==> src/rtl/width_down_conv.sv <==
// width_down_conv: serialises one IN_W-bit word into RATIO beats of OUT_W
// bits with valid/ready handshakes on both sides. A word can be loaded on
// the same edge that its predecessor's final beat leaves, so a steady
// stream sustains one beat per cycle with no bubble between words.
module width_down_conv #(
  parameter int IN_W      = 32,
  parameter int OUT_W     = 8,
  parameter int MSB_FIRST = 1,
  parameter int CNT_W     = 16
) (
  input  logic              clk_4f,
  input  logic              reset,
  input  logic [IN_W-1:0]   data_in,
  input  logic              valid_in,
  output logic              ready_in,
  output logic [OUT_W-1:0]  data_out,
  output logic              valid_out,
  input  logic              ready_out,
  output logic              last_out,
  output logic [CNT_W-1:0]  word_cnt
);

  localparam int RATIO = IN_W / OUT_W;
  localparam int IDX_W = $clog2(RATIO);
  localparam logic [IDX_W-1:0] LAST_IDX = IDX_W'(RATIO - 1);

  typedef enum logic {
    IDLE  = 1'b0,
    SHIFT = 1'b1
  } state_t;

  state_t             r_state;
  state_t             w_state_nxt;
  logic [IN_W-1:0]    r_word;
  logic [IDX_W-1:0]   r_idx;
  logic [CNT_W-1:0]   r_cnt;

  logic               w_ready_in;
  logic               w_valid_out;
  logic               w_is_last;
  logic               w_accept;
  logic               w_beat_xfer;
  logic [OUT_W-1:0]   w_beat;
  logic [IN_W-1:0]    w_word_shifted;

  // The current beat always sits at one end of the shift register; the
  // register shifts toward that end after each transferred beat.
  if (MSB_FIRST != 0) begin : g_msb_first
    assign w_beat         = r_word[IN_W-1 -: OUT_W];
    assign w_word_shifted = r_word << OUT_W;
  end else begin : g_lsb_first
    assign w_beat         = r_word[OUT_W-1:0];
    assign w_word_shifted = r_word >> OUT_W;
  end

  assign w_is_last = (r_idx == LAST_IDX);

  // Next-state and handshake outputs; reset forces every output low.
  always_comb begin
    // NOTE: every signal driven here gets a default first so no path through
    // the case/if leaves it unassigned, which would infer a latch.
    w_state_nxt = r_state;
    w_ready_in  = 1'b0;
    w_valid_out = 1'b0;
    case (r_state)
      IDLE: begin
        w_ready_in = 1'b1;
        if (valid_in) begin
          w_state_nxt = SHIFT;
        end
      end
      SHIFT: begin
        w_valid_out = 1'b1;
        // Room for a new word only as the final beat leaves.
        w_ready_in  = w_is_last && ready_out;
        if (w_is_last && ready_out && !valid_in) begin
          w_state_nxt = IDLE;
        end
      end
      default: w_state_nxt = IDLE;
    endcase
    if (reset) begin
      w_state_nxt = IDLE;
      w_ready_in  = 1'b0;
      w_valid_out = 1'b0;
    end
  end

  assign w_accept    = valid_in && w_ready_in;
  assign w_beat_xfer = w_valid_out && ready_out;

  // State register.
  always_ff @(posedge clk_4f) begin
    // NOTE: sequential state is always updated with non-blocking assignments
    // so every register samples pre-edge values regardless of block order.
    if (reset) begin
      r_state <= IDLE;
    end else begin
      r_state <= w_state_nxt;
    end
  end

  // Shift register and beat index: load on accept, advance on each beat.
  always_ff @(posedge clk_4f) begin
    if (reset) begin
      r_word <= '0;
      r_idx  <= '0;
    end else if (w_accept) begin
      r_word <= data_in;
      r_idx  <= '0;
    end else if (w_beat_xfer) begin
      if (w_is_last) begin
        // Word finished with nothing behind it: drain to zero for IDLE.
        r_word <= '0;
        r_idx  <= '0;
      end else begin
        r_word <= w_word_shifted;
        r_idx  <= r_idx + 1'b1;
      end
    end
  end

  // Completed-word counter; wraps naturally at 2^CNT_W.
  always_ff @(posedge clk_4f) begin
    if (reset) begin
      r_cnt <= '0;
    end else if (w_beat_xfer && w_is_last) begin
      r_cnt <= r_cnt + 1'b1;
    end
  end

  assign ready_in  = w_ready_in;
  assign valid_out = w_valid_out;
  assign data_out  = w_valid_out ? w_beat : '0;
  assign last_out  = w_valid_out && w_is_last;
  assign word_cnt  = r_cnt;

endmodule

==> config.mk <==
export PLATFORM = sky130hd
export DESIGN_NAME = width_down_conv
export DESIGN_NICKNAME = d
export VERILOG_FILES = /design/src/rtl/width_down_conv.sv
export SDC_FILE = /design/constraint.sdc
export NUM_CORES = 1
export LEC_CHECK = 0
export CAP_MARGIN = 5
export CELL_PAD_IN_SITES_DETAIL_PLACEMENT = 0
export CELL_PAD_IN_SITES_GLOBAL_PLACEMENT = 2
export CORE_ASPECT_RATIO = 0.6
export CORE_MARGIN = 4
export CORE_UTILIZATION = 27
export DETAILED_ROUTE_END_ITERATION = 10
export PLACE_DENSITY = 0.87
export RECOVER_POWER = 100
export SLEW_MARGIN = 40
export SYNTH_ARGS = -nofsm -noshare
export SYNTH_HDL_FRONTEND = slang
export SYNTH_SLANG_ARGS = --single-unit
==> constraint.sdc <==
create_clock -name clk_4f -period 2.1 [get_ports clk_4f]
set_input_delay 0.42 -clock clk_4f [delete_from_list [all_inputs] [get_ports clk_4f]]
set_output_delay 0.42 -clock clk_4f [all_outputs]
set_load 0.01 [all_outputs]
==> impl_metrics.env <==
# flow metrics
export IMPL_status="finished clean"
export IMPL_r2r_start="r_idx[0]"
export IMPL_fp_nets=272
export IMPL_p_leak_nw=1.26
export IMPL_period_minus_slack_ns=2.01
export IMPL_crit_family="buffers and inverters"
export IMPL_clk_latency_ns=0.28
export IMPL_viasPerCell=4.83
export IMPL_dp_slack_ns=-0.158
export IMPL_rows=24
export IMPL_cp_max_fo=10
export IMPL_antenna_left=0
export IMPL_layout_area_overhead_vs_synth_pct=47.5
export IMPL_cp_end_kind="primary output"
export IMPL_die_w_um=123
export IMPL_n_antenna_cell=0
export IMPL_met3_usage_pct=4.04
export IMPL_path_class="reg -> out"
export IMPL_synthesis_area_um2=2150
export IMPL_critPathLaunchType="register"
export IMPL_min_to="word_cnt[15]"
export IMPL_dpl_hpwl_mm=4.41
export IMPL_grt_max_degree=21
export IMPL_path_cells="nor2b_1 > buf_6 > and2_0 > clkdlybuf4s50_1"
export IMPL_ys_sh_mux_pct=0.931
export IMPL_rsz0062_at_grt="no"
export IMPL_post_cts_repair_setup_buffers=0
export IMPL_globalRouteMet1Util_pct=20.7
export IMPL_setup_viol=0
export IMPL_p_per_area_nw_per_um2=643
export IMPL_finalCritPeriodShare_pct=95.9
export IMPL_port_buffers=62
export IMPL_yosys_area_top_type="dfxtp_1"
export IMPL_max_slew_margin_pct=51.8
export IMPL_top_usage_layer="met1"
export IMPL_drt_wl_total_mm=6.04
export IMPL_finalCoreUtilization_pct=42.3
export IMPL_dr_total_vias=2009
export IMPL_route_detailed_drc=0
export IMPL_antenna_found_initial=0
export IMPL_logic_family="simple AND/OR/NAND/NOR gates"
export IMPL_avgSynthCellArea_um2=9.19
export IMPL_core_um2=7510
export IMPL_nets=349
export IMPL_yosys_cells=234
export IMPL_grt_util_met2_pct=16.7
export IMPL_max_vdd_ir_drop_v=0.000286
export IMPL_clk_pin_slew_ns=0.06
export IMPL_holdPathStages=2
export IMPL_grt_pass1_vias=1888
export IMPL_fp_util_pct=28.7
export IMPL_ios=63
export IMPL_cts_inserted_buffers=5
export IMPL_seq_area_frac_synth_pct=47.5
export IMPL_max_freq_mhz=496
export IMPL_wl_per_cell_um=14.5
export IMPL_cpMaxStageDelayCell="clkdlybuf4s50_1"
export IMPL_ctsHoldBuffers=0
export IMPL_report_final_slew_viol_count=0
export IMPL_hold_viol_final=0
export IMPL_synth_top_cell_area_share_pct=47.5
export IMPL_ys_warn_count=0
export IMPL_crit_arrival_ns=1.59
export IMPL_setup_ws_ns=0.0853
export IMPL_hold_start="word_cnt[15]"
==> logic make-up after synthesis <==
group / after synthesis
simple gates: 85
xor+xnor: 8
fa+ha+maj: 2
flops: 51
buf+inv: 32
mux: 2
compound gates: 54
==> worst register-to-register path: stages (launching register included) <==
cell     delay (ns)
dfxtp_1        0.40
ha_4           0.21
nand3_1        0.11
or2_1          0.33
or4_1          0.52
a21oi_1        0.15
==> state kept, by name, summed over array words and instances, names as in the netlist <==
| name | cells |
|---|---|
| r_idx | 2 |
| r_state | 1 |
| r_word | 32 |
| word_cnt | 16 |
==> metal layers <==
| layer | up-vias | share of wire (%) | routed length [um] |
|---|---|---|---|
| met2 | 67 | 39 | 2370 |
| met5 | - | 0 | 0 |
| li1 | 1018 | - | - |
| met3 | 4 | 6.8 | 408 |
| met1 | 920 | 53 | 3220 |
| met4 | 0 | 0.70 | 42 |
==> area by class of cell <==
type,count,area (um2),share of cell area [%]
clock inverters,2,12.5,0.394
well taps,104,130,4.10
multi-input cells,151,1010,31.9
inverters,14,52.6,1.66
flip-flops and latches,51,1020,32.2
clock buffers,6,129,4.06
repair buffers,88,817,25.7
==> power breakdown <==
group	leakage [nW]	total, mW	switching (mW)	internal, mW
clock	0.0669	0.785	0.345	0.440
combinational	0.782	0.233	0.102	0.131
sequential	0.415	1.02	0.0194	1.00
total	1.26	2.04	0.466	1.58
==> cell usage after synthesis <==
cell type  instances
xor2_1             4
or3b_2             1
clkbuf_1          10
nand4_1            3
and3_1             2
nor2_1            32
or4_1              5
and2_1             9
a21boi_2           1
o31ai_1            5
buf_2              6
or3b_1             4
or2_2              2
nand3_2            1
nand3_1            4
nand4b_1           1
buf_1              1
buf_6              1
a222oi_1          19
nor3b_1            2
mux2i_1            2
and4_1             2
a211oi_1           5
nor2b_1            3
a22oi_1            8
or3_1              3
nand2_1            7
ha_1               2
nor3_2             1
or2_1              1
xnor2_1            4
a21oi_1           14
dfxtp_1           51
nor3_1             2
o21ai_0            2
inv_1             14
==> cell usage in the layout, fill, tap and decap left out, types with 3 or more instances in the layout <==
cell              n
dfxtp_1          51
clkdlybuf4s50_1  42
nor2_1           32
a222oi_1         19
dlygate4sd3_1    17
buf_4            15
a21oi_1          14
inv_1            14
a22oi_1           8
and2_1            7
nand2_1           7
clkbuf_1          6
nand3_1           5
o31ai_1           5
or4_1             5
a211oi_1          5
clkbuf_16         5
xor2_1            4
xnor2_1           4
or3b_1            4
nand4_1           3
or3_1             3
==> how the worst max path moves through the flow <==
stage / end / slack, ns / cells after the start
after floorplan: r_word[17] / 0.41 / 8
after global placement: r_word[27] / -0.37 / 5
after detailed placement: r_word[11] / -0.16 / 5
after CTS: last_out / 0.03 / 3
after global routing: data_out[2] / 0.006 / 4
final: data_out[1] / 0.09 / 4
==> through the flow <==
step | setup TNS, ns | cells | hold slack (ns) | cell area, um2
CTS | 0 | 415 | 0.481 | 3180
floorplan | 0 | 234 | 0.443 | 2150
global route | 0 | 416 | 0.489 | 3170
finish | 0 | 416 | 0.478 | 3170
detailed placement | -2.82 | 407 | 0.468 | 3040
global placement | -7.00 | 407 | 0.463 | 3030
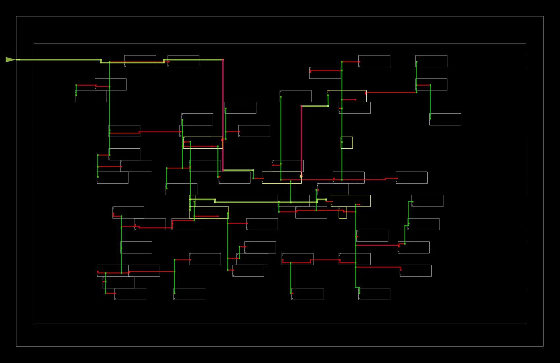
clocks.png
Setup Skew: 0.00206 ns
total clock network power: 0.785 mW

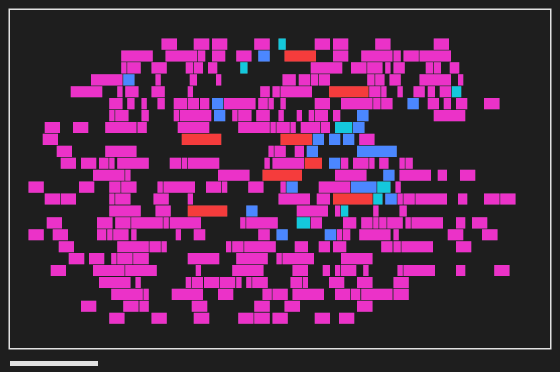
sizes.png
Bar = 20 um.
Key: magenta = _0 and _1 cells [cells 276]; blue = _3 and _4 cells [cells 20]; red = _6 and larger [cells 8]; cyan = _2 cells [cells 8]

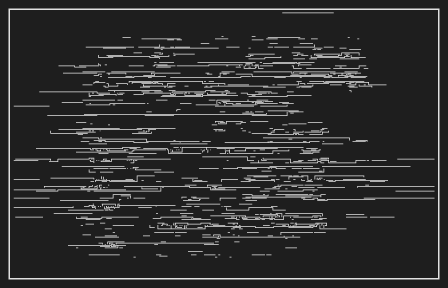
layer_met1.png
The longest straight run is 52.4 um. The layer holds 53% of the routed length. The wires run mostly horizontal. 326 nets have wire on it.

Power is estimated from default activity; no workload was simulated.
